### Met1 routing

Bar = 20 um.
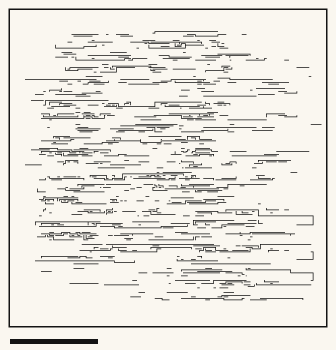
### Signal wires on met2

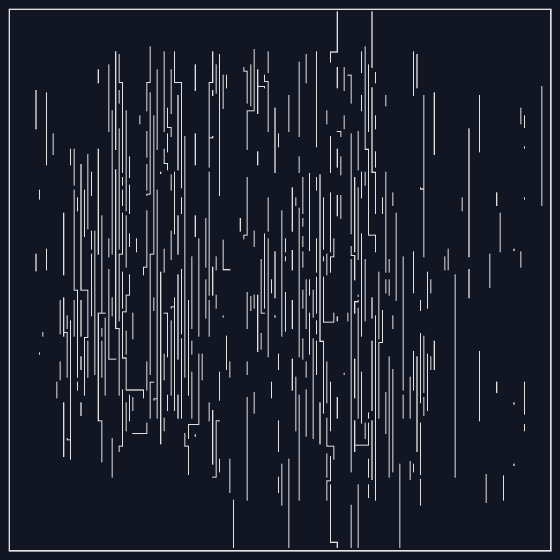
$ cat src/rtl/filter_pkg.sv
// filter_pkg: shared state type and sizing helpers for the moving-average filter
package filter_pkg;
  typedef enum logic {FILL, RUN} state_e;
  function automatic int window_depth(input int wl2);
    return 1 << wl2;
  endfunction
  function automatic int sum_width(input int dw, input int wl2);
    return dw + wl2;
  endfunction
endpackage

$ cat src/rtl/rise_detect.sv
// rise_detect: registered rising-edge detector for a single flag
module rise_detect (
  input  logic clk,
  input  logic rst_n,
  input  logic flag_i,
  output logic rise_o
);
  logic flag_q;
  always_ff @(posedge clk or negedge rst_n)
    if (!rst_n) flag_q <= 1'b0;
    else flag_q <= flag_i;
  assign rise_o = flag_i & ~flag_q;
endmodule

$ cat src/rtl/moving_average_filter.sv
// moving_average_filter: running mean over the last 2**WINDOW_LOG2 valid samples with invalid-transfer counter
module moving_average_filter
  import filter_pkg::*;
#(
  parameter int DATA_WIDTH  = 4,
  parameter int WINDOW_LOG2 = 2,
  parameter int ERR_WIDTH   = 8
) (
  input  logic                  clk,
  input  logic                  reset_n,
  input  logic [DATA_WIDTH-1:0] data_in,
  input  logic                  data_valid_in,
  input  logic                  data_invalid_in,
  input  logic                  flush,
  output logic [DATA_WIDTH-1:0] avg_out,
  output logic                  avg_valid,
  output logic                  window_full,
  output logic [ERR_WIDTH-1:0]  err_count
);
  localparam int DEPTH = window_depth(WINDOW_LOG2);
  localparam int SW    = sum_width(DATA_WIDTH, WINDOW_LOG2);
  localparam int FW    = WINDOW_LOG2 + 1;

  logic                   v_rise, i_rise, accept, full_after;
  logic [DATA_WIDTH-1:0]  win_q [DEPTH];
  logic [SW-1:0]          sum_q, sum_d;
  logic [WINDOW_LOG2-1:0] wr_ptr_q, wr_ptr_d;
  logic [FW-1:0]          fill_q, fill_d;
  logic                   pend_q, pend_d, avg_valid_q, avg_valid_d;
  logic [DATA_WIDTH-1:0]  avg_q, avg_d;
  logic [ERR_WIDTH-1:0]   err_q, err_d;
  state_e                 state_q, state_d;

  rise_detect u_valid (.clk(clk), .rst_n(reset_n), .flag_i(data_valid_in), .rise_o(v_rise));
  rise_detect u_inval (.clk(clk), .rst_n(reset_n), .flag_i(data_invalid_in), .rise_o(i_rise));

  // invalid beats valid, flush beats both for the window
  assign accept     = v_rise & ~i_rise & ~flush;
  assign full_after = (state_q == RUN) || (fill_q == FW'(DEPTH - 1));

  always_ff @(posedge clk or negedge reset_n)
    if (!reset_n) state_q <= FILL;
    else state_q <= state_d;

  always_comb begin
    state_d = state_q;
    if (flush) state_d = FILL;
    else if (accept && full_after) state_d = RUN;
  end

  always_comb window_full = (state_q == RUN);

  always_comb begin
    sum_d       = flush ? '0 : accept ? sum_q + SW'(data_in) - SW'(win_q[wr_ptr_q]) : sum_q;
    wr_ptr_d    = flush ? '0 : accept ? wr_ptr_q + 1'b1 : wr_ptr_q;
    fill_d      = flush ? '0 : (accept && state_q == FILL) ? fill_q + 1'b1 : fill_q;
    pend_d      = accept && full_after;
    avg_valid_d = pend_q;
    avg_d       = pend_q ? sum_q[SW-1:WINDOW_LOG2] : avg_q;
    err_d       = (i_rise && err_q != '1) ? err_q + 1'b1 : err_q;
  end

  always_ff @(posedge clk or negedge reset_n)
    if (!reset_n) begin
      sum_q       <= '0;
      wr_ptr_q    <= '0;
      fill_q      <= '0;
      pend_q      <= 1'b0;
      avg_valid_q <= 1'b0;
      avg_q       <= '0;
      err_q       <= '0;
    end else begin
      sum_q       <= sum_d;
      wr_ptr_q    <= wr_ptr_d;
      fill_q      <= fill_d;
      pend_q      <= pend_d;
      avg_valid_q <= avg_valid_d;
      avg_q       <= avg_d;
      err_q       <= err_d;
    end

  always_ff @(posedge clk or negedge reset_n)
    if (!reset_n) win_q <= '{default: '0};
    else if (flush) win_q <= '{default: '0};
    else if (accept) win_q[wr_ptr_q] <= data_in;

  assign avg_out   = avg_q;
  assign avg_valid = avg_valid_q;
  assign err_count = err_q;
endmodule
$ cat config.mk
export PLATFORM = sky130hd
export DESIGN_NAME = moving_average_filter
export DESIGN_NICKNAME = d
export VERILOG_FILES = /design/src/rtl/filter_pkg.sv /design/src/rtl/rise_detect.sv /design/src/rtl/moving_average_filter.sv
export SDC_FILE = /design/constraint.sdc
export NUM_CORES = 1
export LEC_CHECK = 0
export CORE_MARGIN = 3
export CORE_UTILIZATION = 55
export DETAILED_ROUTE_END_ITERATION = 8
export PLACE_DENSITY = 0.77
export SKIP_LAST_GASP = 1
export SLEW_MARGIN = 20
export SYNTH_ARGS = -nofsm -noshare
export SYNTH_HDL_FRONTEND = slang
export SYNTH_SLANG_ARGS = --single-unit
$ cat constraint.sdc
create_clock -name clk -period 7.95 [get_ports clk]
set_clock_uncertainty 0.2 [all_clocks]
set_input_delay 1.59 -clock clk [delete_from_list [all_inputs] [get_ports clk]]
set_output_delay 1.59 -clock clk [all_outputs]
set_load 0.02 [all_outputs]
==> impl_metrics.json <==
{
  "outcome": "completed",
  "wl_per_cell_um": 15.09,
  "top_register": "win_q",
  "grt_use_met2": 0.2949,
  "ys_cells": 225,
  "reg2reg_slack_ps": 4690,
  "io_pins": 23,
  "regToRegEndpoint": "sum_q[5]",
  "final.setup.tns_ps": 0,
  "ys_async_sr_fraction": 1.000,
  "sequentialPower_uw": 269,
  "top_power_group": "sequential cells",
  "start_kind": "input port",
  "synth_nets": 251,
  "top_logic_kind": "simple AND/OR/NAND/NOR gates",
  "synth.distinct_cells": 41,
  "core-area_sq_mm": 0.004086,
  "tool_warnings": 29,
  "crit_path_cell_trace": "clkdlybuf4s50_1, inv_1, fa_1, inv_1, ha_1, a211oi_1, or2_2, o211ai_2, mux2_4",
  "timing.final.max_slew_violations": 0,
  "htree_levels": 2,
  "logic_gates": 150,
  "root_buffer": "clkbuf_8",
  "nWellTaps": 50,
  "reg2reg_depth": 8,
  "min_path_type": "reg2reg",
  "die_area_sq_mm": 0.005142,
  "cts_buffers": 5,
  "final_area_sq_mm": 0.002664,
  "synth_xor_xnor_area_share": 0.03319,
  "ys_seq_frac": 0.4636,
  "crit_path_start": "data_in[1]",
  "holdPathEnd": "avg_valid",
  "syn-cell-area_sq_mm": 0.002375,
  "p_per_area_mw_per_mm2": 205.6,
  "avgSynthCellArea_sq_um": 10.55
}
Back to the opening pictures, 'Met1 routing':
The layer holds 46% of the routed length. 241 nets have wire on it.
Vias: 1643
met1 GRT Util: 0.2488

Back to the opening pictures, 'Signal wires on met2':
The wires run mostly vertical. The layer holds 50% of the routed length. 217 nets have wire on it. The layer carries 2200 um of wire.

